==> src/rtl/bit_packer_pkg.sv <==
// Shared types and helpers for the bit_packer block.
package bit_packer_pkg;

  // Accumulator occupancy: no bits, partial word, word waiting for the output register.
  typedef enum logic [1:0] {
    EMPTY,
    FILL,
    FULL
  } state_e;

  // Width of a counter able to hold 0..width.
  function automatic int unsigned count_width(input int unsigned width);
    return $clog2(width + 1);
  endfunction

endpackage

==> src/rtl/bit_packer_acc.sv <==
// Bit accumulator for bit_packer: places accepted bits, tracks the bit count and
// decides when a complete or flushed word moves to the output register.
module bit_packer_acc
  import bit_packer_pkg::*;
#(
  parameter int unsigned WIDTH     = 8,
  parameter bit          LSB_FIRST = 1'b1,
  localparam int unsigned CW       = count_width(WIDTH)
) (
  input  logic             clk,
  input  logic             rst,
  input  logic             i_accept,
  input  logic             i_bit,
  input  logic             i_flush,
  input  logic             i_out_free,
  output logic             o_ready,
  output logic             o_emit,
  output logic [WIDTH-1:0] o_data,
  output logic [CW-1:0]    o_count
);

  state_e           r_state, w_state_n;
  logic [WIDTH-1:0] r_data, w_data_n, w_acc_data;
  logic [CW-1:0]    r_count, w_count_n, w_acc_count, w_idx;

  // Target position of the next bit; only used while count < WIDTH.
  assign w_idx       = LSB_FIRST ? r_count : (CW'(WIDTH - 1) - r_count);
  // Word and count including a bit accepted this cycle (unfilled positions stay 0).
  assign w_acc_data  = i_accept ? (r_data | (WIDTH'(i_bit) << w_idx)) : r_data;
  assign w_acc_count = r_count + CW'(i_accept);

  assign o_ready = (r_state != FULL);

  // Next-state, word hand-off and emitted word selection.
  always_comb begin
    w_state_n = r_state;
    w_data_n  = r_data;
    w_count_n = r_count;
    o_emit    = 1'b0;
    o_data    = r_data;
    o_count   = r_count;
    case (r_state)
      FULL: begin
        // Flush is ignored here; the held word leaves as soon as the register frees.
        if (i_out_free) begin
          o_emit    = 1'b1;
          w_state_n = EMPTY;
          w_data_n  = '0;
          w_count_n = '0;
        end
      end
      default: begin
        o_data  = w_acc_data;
        o_count = w_acc_count;
        // A same-cycle bit is included before a flush; a completing bit yields one word.
        if ((w_acc_count == CW'(WIDTH)) || (i_flush && (w_acc_count != '0))) begin
          if (i_out_free) begin
            o_emit    = 1'b1;
            w_state_n = EMPTY;
            w_data_n  = '0;
            w_count_n = '0;
          end else begin
            w_state_n = FULL;
            w_data_n  = w_acc_data;
            w_count_n = w_acc_count;
          end
        end else begin
          w_data_n  = w_acc_data;
          w_count_n = w_acc_count;
          w_state_n = (w_acc_count == '0) ? EMPTY : FILL;
        end
      end
    endcase
  end

  // Accumulator state, partial word and bit counter.
  always_ff @(posedge clk or posedge rst) begin
    if (rst) begin
      r_state <= EMPTY;
      r_data  <= '0;
      r_count <= '0;
    end else begin
      r_state <= w_state_n;
      r_data  <= w_data_n;
      r_count <= w_count_n;
    end
  end

endmodule

==> src/rtl/bit_packer.sv <==
// Serial-to-parallel bit packer: output register and handshakes around bit_packer_acc.
// Optional feature: define BIT_PACKER_PARITY_EN to add the registered out_parity output.
module bit_packer
  import bit_packer_pkg::*;
#(
  parameter int unsigned WIDTH     = 8,
  parameter bit          LSB_FIRST = 1'b1,
  localparam int unsigned CW       = count_width(WIDTH)
) (
  input  logic             clk,
  input  logic             rst,
  input  logic             in_valid,
  output logic             in_ready,
  input  logic             in_bit,
  input  logic             flush,
  output logic             out_valid,
  input  logic             out_ready,
  output logic [WIDTH-1:0] out_data,
  output logic [CW-1:0]    out_count
`ifdef BIT_PACKER_PARITY_EN
  ,
  output logic             out_parity
`endif
);

  logic             w_acc_ready, w_accept, w_out_free, w_emit;
  logic [WIDTH-1:0] w_word;
  logic [CW-1:0]    w_count;
  logic             r_out_valid;
  logic [WIDTH-1:0] r_out_data;
  logic [CW-1:0]    r_out_count;

  assign in_ready   = w_acc_ready & ~rst;
  assign w_accept   = in_valid & in_ready;
  assign w_out_free = ~r_out_valid | out_ready;

  bit_packer_acc #(
    .WIDTH    (WIDTH),
    .LSB_FIRST(LSB_FIRST)
  ) u_acc (
    .clk       (clk),
    .rst       (rst),
    .i_accept  (w_accept),
    .i_bit     (in_bit),
    .i_flush   (flush),
    .i_out_free(w_out_free),
    .o_ready   (w_acc_ready),
    .o_emit    (w_emit),
    .o_data    (w_word),
    .o_count   (w_count)
  );

  // Output register: load on hand-off, drop valid once consumed, hold otherwise.
  always_ff @(posedge clk or posedge rst) begin
    if (rst) begin
      r_out_valid <= 1'b0;
      r_out_data  <= '0;
      r_out_count <= '0;
    end else if (w_emit) begin
      r_out_valid <= 1'b1;
      r_out_data  <= w_word;
      r_out_count <= w_count;
    end else if (out_ready) begin
      r_out_valid <= 1'b0;
    end
  end

  assign out_valid = r_out_valid;
  assign out_data  = r_out_data;
  assign out_count = r_out_count;

`ifdef BIT_PACKER_PARITY_EN
  logic r_parity;

  // Parity registered alongside the word it describes.
  always_ff @(posedge clk or posedge rst) begin
    if (rst) begin
      r_parity <= 1'b0;
    end else if (w_emit) begin
      r_parity <= ^w_word;
    end
  end

  assign out_parity = r_parity;
`endif

endmodule
==> config.mk <==
export PLATFORM = sky130hd
export DESIGN_NAME = bit_packer
export DESIGN_NICKNAME = d
export VERILOG_FILES = /design/src/rtl/bit_packer_pkg.sv /design/src/rtl/bit_packer_acc.sv /design/src/rtl/bit_packer.sv
export SDC_FILE = /design/constraint.sdc
export NUM_CORES = 1
export LEC_CHECK = 0
export CAP_MARGIN = 20
export CORE_AREA = 4 4 54 56
export DETAILED_ROUTE_END_ITERATION = 12
export DIE_AREA = 0 0 58 60
export GPL_TIMING_DRIVEN = 0
export HOLD_SLACK_MARGIN = 0.1
export PLACE_DENSITY_LB_ADDON = 0.08
export SYNTH_ARGS = -nofsm -noshare
export SYNTH_HDL_FRONTEND = slang
export SYNTH_HIERARCHICAL = 1
export SYNTH_SLANG_ARGS = --single-unit
==> constraint.sdc <==
create_clock -name clk -period 5.8 [get_ports clk]
set_clock_uncertainty 0.1 [all_clocks]
set_input_delay 0.87 -clock clk [delete_from_list [all_inputs] [get_ports clk]]
set_output_delay 0.87 -clock clk [all_outputs]
set_load 0.05 [all_outputs]
Figure 1. The clock network.
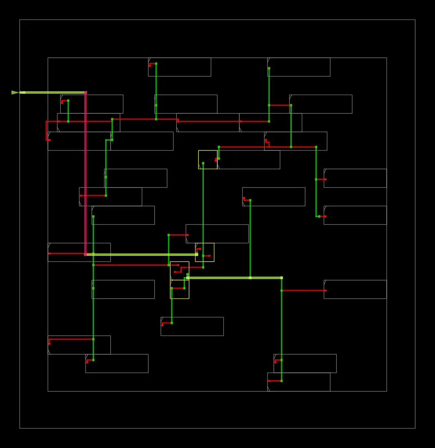
number of clock buffers inserted by TritonCTS: 3
sequential cell count of the final layout: 27
power drawn by the clock network: 82.7 µW

Figure 2. I/O pins on the die edge.
(6 px per µm) Pins as bars across the die edge, other pins in gray.
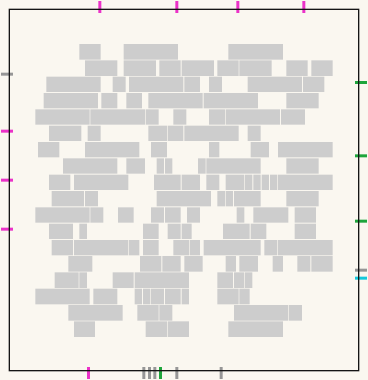
| color | port | pins | direction | edge |
|---|---|---|---|---|
| magenta | out_data | 8 | output | 4 top, 3 left, 1 bottom |
| cyan | out_ready | 1 | input | right |
| green | out_count | 4 | output | 3 right, 1 bottom |

Figure 3. Met3 routing.
(8 px per µm) Cells faint in the background.
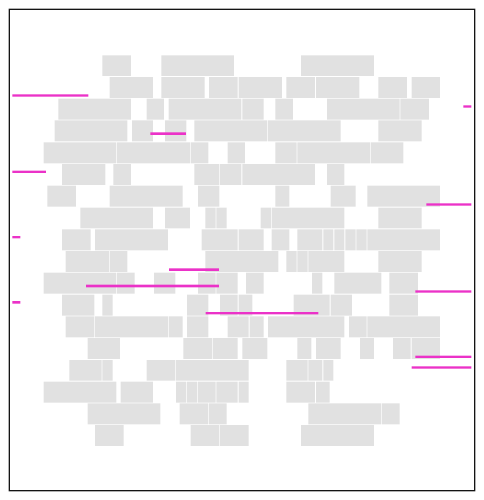
main direction: horizontal
longest straight run: 16.3 µm
wire length on this layer: 81.2 µm
share of all routed wire: 3.3%
nets with wire on the layer: 12

==> impl_metrics.py <==
# Generated from Yosys and OpenROAD reports
metrics = {
    "floorplanning": {
        "taps": 30,
        "fp.dieH_um": 60,
        "floorplan.die.width_um": 58,
    },
    "finish": {
        "nNetsFinal": 137,
        "final_layout_top_logic_cell": "sky130_fd_sc_hd__dfrtp_1",
        "layout.filler_cells": 192,
        "logic_gates": 69,
        "synthToLayoutAreaGrowth_pct": 19.8,
        "area.share.combinational": 0.366,
        "final_cell_count_no_fill": 158,
        "nonClkBufAreaFrac": 0.145,
        "layout.cells.most_common_list": "27 x sky130_fd_sc_hd__dfrtp_1, 19 x sky130_fd_sc_hd__clkdlybuf4s50_1, 10 x sky130_fd_sc_hd__nor2b_1",
    },
    "setup_path": {
        "reg2reg_setup_slack_ns": 2.23,
        "worstPathBufferInverterCount": 2,
        "worst-endpoint-required_ns": 5.92,
        "arrival_ns": 3.78,
        "critical_path.startpoint": "rst",
        "worstPathMaxFanout": 13,
        "setup.worst_path.start_class": "input pin",
        "slowest_delay_ns": 0.65,
    },
    "pwr": {
        "clock_power_share": 0.159,
        "cellPowerDensity_nw_per_um2": 333,
        "maxPowerGroup": "sequential cells",
        "pwr-share-comb": 0.415,
        "sequentialPowerShare": 0.426,
    },
    "global_routing": {
        "use_met2": 0.285,
        "antenna_found_initial": 0,
        "grt_pass1_wl_mm": 4.41,
        "grt_most_used_layer": "met2",
    },
    "detailed_routing": {
        "wl_met3_um": 81,
        "drt-wirelength-per-cell_um": 15.6,
        "drt_drc_violations_left": 0,
        "routed.top_layer": "met4",
        "detailedRoute.firstPassIterationCount": 4,
    },
    "job": {
        "count_of_warning_messages_emitted_by_the_tools": 26,
    },
    "hold_path": {
        "hold_path_startpoint": "u_acc/r_data[7]$_DFFE_PP0P_",
        "min_delay_path_depth": 2,
    },
    "final_timing": {
        "totalNegativeSetupSlack_ns": 0,
        "tightest_slew_ns": 0.681,
        "whs_ns": 0.414,
        "period_minus_slack_ns": 3.66,
    },
    "logic_synthesis": {
        "mappedNetlistNets": 113,
        "synth-main-ff-cell": "sky130_fd_sc_hd__dfrtp_1",
        "enable_flop_cells": 0,
        "synth.cellmix.simpleShare": 0.144,
    },
    "clock_network": {
        "post_cts_buffers": 0,
        "clkTransAtPathRegs_ns": 0.15,
        "cts_tree": "built",
        "cts_hold_buffers": 0,
    },
    "placed_design": {
        "dpl_worst_slack_ns": 1.75,
    },
    "outcome": {
        "run_status": "finished, final reports clean",
    },
}
Figure 4. Routed metal per tile.
(4 px per µm) 12 x 12 tiles, from dark purple (low) to yellow (high), scaled to the fullest tile. Values are wire area over tile area, all layers added.
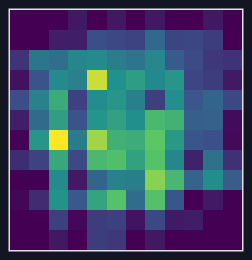
emptiest ninth of the die: bottom left
nearly empty tiles: 19%
densest ninth of the die: middle
mean over tiles: 0.11

Figure 5. Cells colored by class.
(10 px per µm)
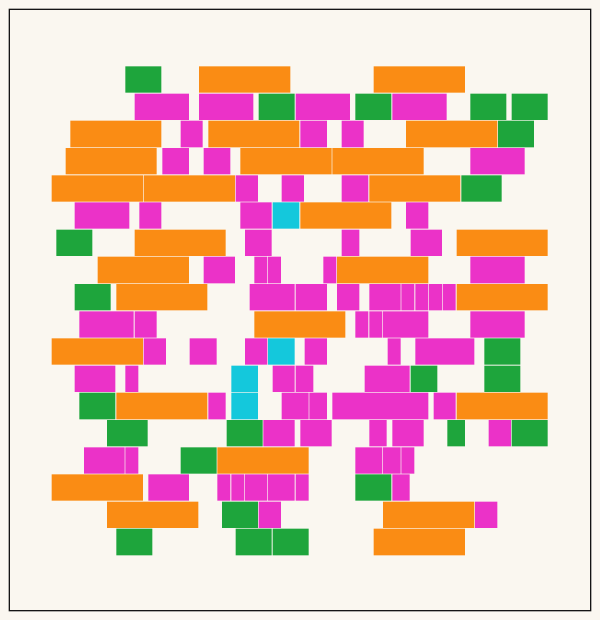
| color | class | cells |
|---|---|---|
| green | other buffers and delay cells | 23 |
| cyan | clock drivers and dummy loads | 4 |
| orange | flops | 27 |
| magenta | all other logic | 74 |
fraction of the core area covered by cells at the end of the flow: 0.640
share of the final layout cell area in sequential cells: 0.434
Rows: 18
core region area: 2430 µm²
summed area of non-filler cells in the final layout: 1560 µm²

Power figures rest on the tool's default switching activity, not on a simulated workload.
